File: config.mk
export PLATFORM = sky130hd
export DESIGN_NAME = pulse_gen
export DESIGN_NICKNAME = d
export VERILOG_FILES = /design/src/rtl/pulse_gen.sv
export SDC_FILE = /design/constraint.sdc
export NUM_CORES = 1
export LEC_CHECK = 0
export ABC_AREA = 1
export CAP_MARGIN = 20
export CELL_PAD_IN_SITES_DETAIL_PLACEMENT = 1
export CELL_PAD_IN_SITES_GLOBAL_PLACEMENT = 1
export CORE_ASPECT_RATIO = 0.7
export CORE_MARGIN = 2
export CORE_UTILIZATION = 35
export CTS_BUF_LIST = sky130_fd_sc_hd__clkbuf_8
export CTS_CLUSTER_SIZE = 28
export DETAILED_ROUTE_END_ITERATION = 10
export GPL_TIMING_DRIVEN = 0
export PLACE_DENSITY = 0.79
export SLEW_MARGIN = 40
export SYNTH_ARGS = -nofsm -noshare
export SYNTH_HDL_FRONTEND = slang
export SYNTH_SLANG_ARGS = --single-unit
File: constraint.sdc
create_clock -name Clk -period 2.35 [get_ports Clk]
set_input_delay 0.235 -clock Clk [delete_from_list [all_inputs] [get_ports Clk]]
set_output_delay 0.235 -clock Clk [all_outputs]
set_load 0.05 [all_outputs]
File: src/rtl/pulse_gen.sv
// -----------------------------------------------------------------------------
// pulse_gen
//   Programmable tick generator. A divisor register (div_q) sets the pulse
//   period in clock cycles. Two run modes:
//     continuous - one-cycle pulse every div_q cycles while enabled
//     burst      - burst_len pulses, then a done strobe, then back to IDLE
//   The divisor may only be reloaded while idle; a load attempt while running
//   is dropped and flagged for one cycle on load_err.
//
// Ports
//   Clk        rising-edge clock
//   Reset_n    asynchronous active-low reset
//   enable     global run gate (dropping it aborts any run)
//   mode       0 = continuous, 1 = burst (only looked at in IDLE/CONT)
//   start      burst trigger, sampled in IDLE only
//   load       divisor-load strobe
//   div_in     new divisor (0 is stored as 1)
//   burst_len  pulses per burst (0 is treated as 1)
//   pulse      registered one-cycle tick
//   busy       high while in CONT or BURST
//   done       one-cycle strobe coincident with the last burst pulse
//   load_err   one-cycle strobe after a rejected load
// -----------------------------------------------------------------------------
module pulse_gen #(
  parameter int WIDTH       = 16,
  parameter int DEFAULT_DIV = 5000,
  parameter int BW          = 8
) (
  input  logic             Clk,
  input  logic             Reset_n,
  input  logic             enable,
  input  logic             mode,
  input  logic             start,
  input  logic             load,
  input  logic [WIDTH-1:0] div_in,
  input  logic [BW-1:0]    burst_len,
  output logic             pulse,
  output logic             busy,
  output logic             done,
  output logic             load_err
);

  typedef enum logic [1:0] {
    S_IDLE  = 2'd0,
    S_CONT  = 2'd1,
    S_BURST = 2'd2
  } state_e;

  state_e           state_q;
  logic [WIDTH-1:0] div_q;
  logic [WIDTH-1:0] cnt_q;
  logic [BW-1:0]    blen_q;
  logic [BW-1:0]    bcnt_q;
  logic             pulse_q;
  logic             done_q;
  logic             lerr_q;

  logic [WIDTH-1:0] div_ld;
  logic [BW-1:0]    blen_ld;
  logic             wrap;
  logic             last;

  // Zero divisor / zero burst length are clamped to 1.
  assign div_ld  = (div_in == '0)    ? WIDTH'(1) : div_in;
  assign blen_ld = (burst_len == '0) ? BW'(1)    : burst_len;

  // div_q >= 1 always, so div_q-1 never underflows and cnt_q stays below it.
  assign wrap = (cnt_q == div_q - WIDTH'(1));
  // blen_q >= 1 once latched at burst entry.
  assign last = (bcnt_q == blen_q - BW'(1));

  always_ff @(posedge Clk or negedge Reset_n) begin
    if (!Reset_n) begin
      state_q <= S_IDLE;
      div_q   <= WIDTH'(DEFAULT_DIV);
      cnt_q   <= '0;
      blen_q  <= '0;
      bcnt_q  <= '0;
      pulse_q <= 1'b0;
      done_q  <= 1'b0;
      lerr_q  <= 1'b0;
    end else begin
      pulse_q <= 1'b0;
      done_q  <= 1'b0;
      lerr_q  <= load && (state_q != S_IDLE);
      case (state_q)
        S_IDLE: begin
          cnt_q  <= '0;
          bcnt_q <= '0;
          // A load on the entry edge is already visible to the new run,
          // since the wrap compare only starts on the following cycle.
          if (load) div_q <= div_ld;
          if (enable && !mode) begin
            state_q <= S_CONT;
          end else if (enable && mode && start) begin
            state_q <= S_BURST;
            blen_q  <= blen_ld;
          end
        end
        S_CONT: begin
          if (!enable || mode) begin
            state_q <= S_IDLE;
            cnt_q   <= '0;
          end else if (wrap) begin
            cnt_q   <= '0;
            pulse_q <= 1'b1;
          end else begin
            cnt_q <= cnt_q + WIDTH'(1);
          end
        end
        S_BURST: begin
          // done_q high means the final pulse is on the outputs right now;
          // leave on this edge so busy drops the cycle after done.
          if (!enable || done_q) begin
            state_q <= S_IDLE;
            cnt_q   <= '0;
            bcnt_q  <= '0;
          end else if (wrap) begin
            cnt_q   <= '0;
            pulse_q <= 1'b1;
            if (last) begin
              done_q <= 1'b1;
              bcnt_q <= '0;
            end else begin
              bcnt_q <= bcnt_q + BW'(1);
            end
          end else begin
            cnt_q <= cnt_q + WIDTH'(1);
          end
        end
        default: state_q <= S_IDLE;
      endcase
    end
  end

  assign pulse    = pulse_q;
  assign busy     = (state_q != S_IDLE);
  assign done     = done_q;
  assign load_err = lerr_q;

endmodule

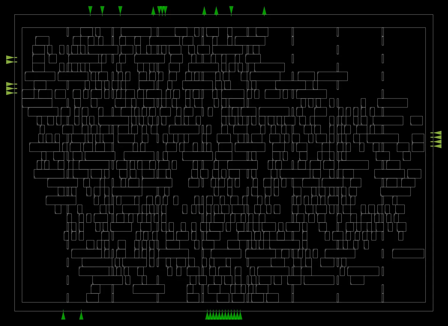
run_1/placement.png
# fillers: 1,304
number of well-tap cells placed: 132
register share of the cell area: 29.8%
Flops: 53
area of the core: 10,400 um^2

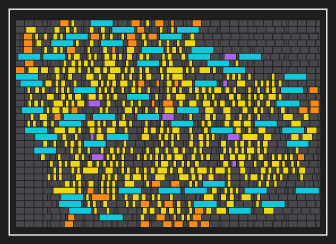
run_1/placement_by_type.png
Fill, decap, tap and diode cells in gray.
legend:
  cyan:
    class: flops
    cells: 53
    share_of_their_area: 31%
  purple:
    class: clock drivers and dummy loads
    cells: 8
    share_of_their_area: 1.9%
  orange:
    class: other buffers and delay cells
    cells: 46
    share_of_their_area: 9.7%
  yellow:
    class: combinational and other logic
    cells: 466
    share_of_their_area: 57%
final core area utilization: 42.9%
cell area after layout: 4470 um^2
row count: 31

==> impl_metrics.env, run 1 <==
# implementation run metrics
export IMPL_run_status="completed"
export IMPL_drive_gt1_share_pct=14.1
export IMPL_crit_top_cell="sky130_fd_sc_hd__nand2_1"
export IMPL_grt_ovfl_total=0
export IMPL_switchingPower_mw=2.17
export IMPL_power_leakage_nw=2.16
export IMPL_num_antenna_cells=0
export IMPL_synthesis_instances=526
export IMPL_pre_cts_ws_ns=-0.137
export IMPL_seq_area_frac_synth_pct=35.2
export IMPL_most_common_cell="sky130_fd_sc_hd__nand2_1"
export IMPL_initial_core_util_pct=36.3
export IMPL_chipWidth_um=128
export IMPL_dpl_cell_area_um2=4290
export IMPL_max_stage_delay_ns=0.41
export IMPL_fin_worst_hold_slack_ns=0.283
export IMPL_p_sw_share_pct=49.0
export IMPL_cp_data_required_time_ns=2.57
export IMPL_worstSetupStartpointType="flip-flop"
export IMPL_timing_final_hold_violations=0
export IMPL_power_share_clock_pct=12.3
export IMPL_cts_resized_gates=5
export IMPL_dr_pass1_iters=4
export IMPL_pwr_share_seq_pct=33.7
export IMPL_post_synth_num_cell_types=36
export IMPL_total_power_mw=4.42
export IMPL_syn2layout_area_growth_pct=18.1
export IMPL_rsz0062_at_grt="false"
export IMPL_max_cap_viol_count=0
export IMPL_post_drt_wl_per_cell_um=15.3
export IMPL_timing_critical_path_fanout_max=8
export IMPL_post_route_worst_setup_slack_ns=0.116
export IMPL_yosys_cells=526
export IMPL_ys_flops=53
export IMPL_first_global_vias=3710
export IMPL_mappedNetlistArea_um2=3790
export IMPL_avgSynthCellArea_um2=7.20
export IMPL_most_area_consuming_cells_after_synthesis="sky130_fd_sc_hd__dfrtp_1 32%, sky130_fd_sc_hd__nand2_1 14%, sky130_fd_sc_hd__inv_1 7.1%"
export IMPL_asr_flop_ratio_synth_pct=100
export IMPL_fin_setup_tns_ns=0
export IMPL_postCtsSetupBuffers=3
export IMPL_worstSetupEndpointType="flip-flop"
export IMPL_fmax_mhz=448
export IMPL_post_synth_top_area_fraction_pct=31.7
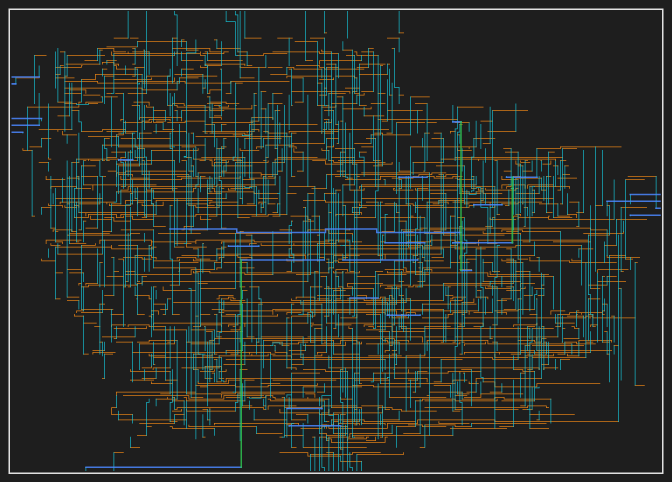
run_1/wires.png
legend:
  blue:
    layer: metal 3
    wire_length: 241 um
  green:
    layer: metal 4
    wire_length: 83.0 um
  cyan:
    layer: metal 2
    wire_length: 4,980 um
  orange:
    layer: metal 1
    wire_length: 5,500 um

## run 1: critical path, delay by kind of cell (launching register included)
family | cells | cell delay [ns]
fa+ha+maj | 1 | 0.26
flops | 1 | 0.41
simple gates | 11 | 1.09
buf+inv | 2 | 0.10
compound gates | 1 | 0.27
## run 1: registers in the layout, indices dropped and copies added, names as in the netlist
signal	count
state_q	2
cnt_q	16
done	1
blen_q	8
load_err	1
div_q	16
bcnt_q	8
pulse	1
## run 1: final timing paths
check	depth (start not counted)	end	start
setup reg to reg	15	bcnt_q[4]	div_q[0]
hold reg to reg	2	blen_q[1]	blen_q[1]
hold / removal	2	div_q[2]	Reset_n
min in group Clk	3	load_err	load
setup / recovery	15	bcnt_q[4]	div_q[0]
max in group asynchronous	3	div_q[9]	Reset_n
## run 1: final cells by class
class | instances | area (um^2)
Buffer | 7 | 35.0
Clock buffer | 5 | 68.8
Clock inverter | 3 | 13.8
Fill cell | 1304 | 5960
Inverter | 75 | 284
Multi-Input combinational cell | 391 | 2190
Sequential cell | 53 | 1330
Tap cell | 132 | 165
Timing Repair Buffer | 39 | 384
## run 1: routing by layer
layer | part of all wire (%) | track usage (%)
met2 | 46 | 30.9
met5 | 0 | 0
met1 | 51 | 28.2
met4 | 0.76 | 4.12
met3 | 2.2 | 2.83
## run 1: cell usage in the layout (no fill, tap or decap), types with 3 or more instances in the layout
master and count:
sky130_fd_sc_hd__nor2_4 7, sky130_fd_sc_hd__xor2_1 29, sky130_fd_sc_hd__nor3_1 4, sky130_fd_sc_hd__inv_1 71
sky130_fd_sc_hd__clkbuf_1 4, sky130_fd_sc_hd__inv_2 4, sky130_fd_sc_hd__mux2_2 10, sky130_fd_sc_hd__a21oi_1 6
sky130_fd_sc_hd__clkbuf_8 5, sky130_fd_sc_hd__xnor2_1 6, sky130_fd_sc_hd__buf_4 6, sky130_fd_sc_hd__clkdlybuf4s50_1 30
sky130_fd_sc_hd__nand4_1 8, sky130_fd_sc_hd__nand2_1 142, sky130_fd_sc_hd__o21ai_1 12, sky130_fd_sc_hd__dfstp_2 5
sky130_fd_sc_hd__nand3b_1 6, sky130_fd_sc_hd__or2_2 3, sky130_fd_sc_hd__nand3_2 3, sky130_fd_sc_hd__ha_1 7
sky130_fd_sc_hd__nand3_1 43, sky130_fd_sc_hd__nor4_1 6, sky130_fd_sc_hd__nor2_2 14, sky130_fd_sc_hd__nand2_2 7
sky130_fd_sc_hd__o21ai_0 17, sky130_fd_sc_hd__nand2_4 3, sky130_fd_sc_hd__dfrtp_1 48, sky130_fd_sc_hd__nor2_1 46
## run 1: power by group through the flow
stage                     clock [mW]  sequential, mW  combinational (mW)
after CTS                      0.560            1.49                2.30
after global placement             0            1.48                2.16
after detailed placement           0            1.51                2.26
final                          0.542            1.49                2.39
after global routing           0.588            1.53                2.69
after floorplan                    0            1.43                1.66
## run 1: cell families after synthesis
kind of cell	Yosys count	synth area share, %
buffers and inverters	82	8.32
DFF	53	35.2
AOI/OAI and AO/OA	40	5.94
xor gates and xnor gates	35	8.09
and+or+nand+nor	298	36.9
adders and majority gates	8	2.64
muxes	10	2.97
==> inputs of run 2 (changes only) <==
CAP_MARGIN = not set   (was 20)
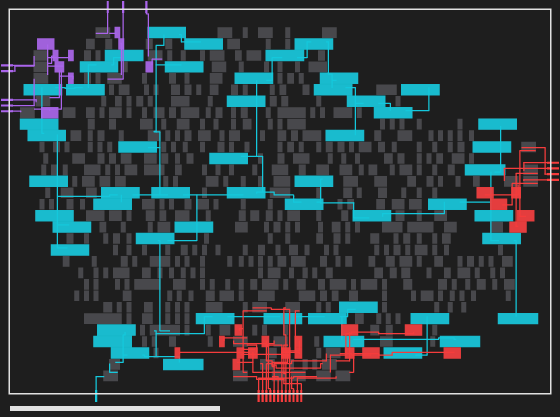
run_2/io_fan.png
Scale bar: 50 um.
legend:
  purple:
    port: `burst_len`
    direction: input
    edge: 5 left, 3 top
    end_cells: 9
    buffers: 8
    wire: 134 um
  red:
    port: `div_in`
    direction: input
    edge: 12 bottom, 4 right
    end_cells: 20
    buffers: 16
    wire: 503 um
  cyan:
    port: `Reset_n`
    direction: input
    edge: bottom
    end_cells: 53
    buffers: 3
    wire: 522 um
# IOs: 34
Port-buffer cells: 32

==> impl_metrics.env, run 2 <==
# implementation run metrics
export IMPL_final_core_area_utilization_pct=42.9
export IMPL_reg2reg_depth=15
export IMPL_most_area_consuming_cells_after_synthesis="sky130_fd_sc_hd__dfrtp_1 32%, sky130_fd_sc_hd__nand2_1 14%, sky130_fd_sc_hd__inv_1 7.1%"
export IMPL_num_antenna_cells=0
export IMPL_core_um2=10400
export IMPL_first_global_vias=3710
export IMPL_cp_data_required_time_ns=2.57
export IMPL_syn2layout_area_growth_pct=18.1
export IMPL_biggest_registers_after_layout="cnt_q (16), div_q (16)"
export IMPL_seq_area_frac_synth_pct=35.2
export IMPL_ys_chip_area_um2=3790
export IMPL_crit_top_cell="sky130_fd_sc_hd__nand2_1"
export IMPL_drive_gt1_share_pct=14.1
export IMPL_mappedNetlistArea_um2=3790
export IMPL_switchingPower_mw=2.17
export IMPL_htree_num_levels=2
export IMPL_timing_critical_path_fanout_max=8
export IMPL_run_status="completed"
export IMPL_chipWidth_um=128
export IMPL_worstSetupEndpointType="flip-flop"
export IMPL_lay_top_count="sky130_fd_sc_hd__nand2_1"
export IMPL_timing_final_hold_violations=0
export IMPL_max_stage_delay_ns=0.41
export IMPL_post_drt_wl_per_cell_um=15.3
export IMPL_fin_worst_hold_slack_ns=0.283
export IMPL_dr_pass1_iters=4
export IMPL_post_synth_num_cell_types=36
export IMPL_worstSetupStartpointType="flip-flop"
export IMPL_fin_setup_tns_ns=0
export IMPL_total_power_mw=4.42
export IMPL_row_count=31
export IMPL_rsz0062_at_grt="false"
export IMPL_clockBufferDepth=2
export IMPL_power_leakage_nw=2.16
export IMPL_yosys_cells=526
export IMPL_initial_core_util_pct=36.3
export IMPL_fmax_mhz=448
export IMPL_ys_flops=53
export IMPL_most_common_cell="sky130_fd_sc_hd__nand2_1"
export IMPL_grt_ovfl_total=0
export IMPL_asr_flop_ratio_synth_pct=100
export IMPL_power_share_clock_pct=12.3
export IMPL_avgSynthCellArea_um2=7.20
run 2: cell counts in the layout (fill, tap and decap cells not counted):
Identical to the previous run, type by type.
run 2: layout make-up:
| cell class | count | area, um^2 |
|---|---|---|
| clock buffers | 5 | 68.8 |
| well taps | 132 | 165 |
| multi-input cells | 391 | 2190 |
| flip-flops and latches | 53 | 1330 |
| fillers | 1304 | 5960 |
| clock inverters | 3 | 13.8 |
| repair buffers | 39 | 384 |
| inverters | 75 | 284 |
| plain buffers | 7 | 35.0 |
run 2: metal layers:
metal | share of wire (%) | vias to the layer above | track usage (%)
met3 | 2.2 | 7 | 2.83
met5 | 0 | - | 0
met4 | 0.76 | 0 | 4.12
li1 | - | 1748 | -
met2 | 46 | 39 | 30.9
met1 | 51 | 1734 | 28.2
run 2: worst paths after layout:
path	startpoint	endpoint
worst max-delay path	div_q[0]	bcnt_q[4]
worst min-delay path	Reset_n	div_q[2]
worst max register to register	div_q[0]	bcnt_q[4]
worst min register to register	blen_q[1]	blen_q[1]
max in group asynchronous	Reset_n	div_q[9]
min in group Clk	load	load_err
run 2: power groups by stage:
stage / clock network (mW) / registers, mW / logic [mW]
2_1_floorplan: 0 / 1.43 / 1.66
6_report: 0.542 / 1.49 / 2.39
3_3_place_gp: 0 / 1.48 / 2.16
5_1_grt: 0.588 / 1.53 / 2.69
3_5_place_dp: 0 / 1.51 / 2.26
4_1_cts: 0.560 / 1.49 / 2.30
run 2: cell families after synthesis:
kind of cell             after synthesis  share of synthesized area, %
buffers and inverters                 82                          8.32
adder cells (fa/ha/maj)                8                          2.64
AND/OR/NAND/NOR                      298                          36.9
XOR/XNOR                              35                          8.09
flip-flops                            53                          35.2
AND-OR/OR-AND                         40                          5.94
multiplexers                          10                          2.97
run 2: metrics by stage:
stage	std cells	area, um^2	setup slack [ns]
2_1_floorplan	526	3790	0.348
3_3_place_gp	690	4270	-0.664
3_5_place_dp	691	4290	-0.137
4_1_cts	703	4410	-0.00701
5_1_grt	705	4470	0.00472
6_report	705	4470	0.116
run 2: timing repair:
action                     CTS  global route
setup endpoints to repair   19            23
hold buffers                 1             0
pin swaps                    2             6
gates cloned                 0             0
buffers inserted             3             2
hold endpoints to repair    12             0
resized                      5            14
run 2: critical path: cells and delay by family (launching register included):
kind,cells,cell delay [ns]
simple gates,11,1.09
flops,1,0.41
compound gates,1,0.27
fa+ha+maj,1,0.26
buf+inv,2,0.10
Power is estimated from default activity; no workload was simulated.
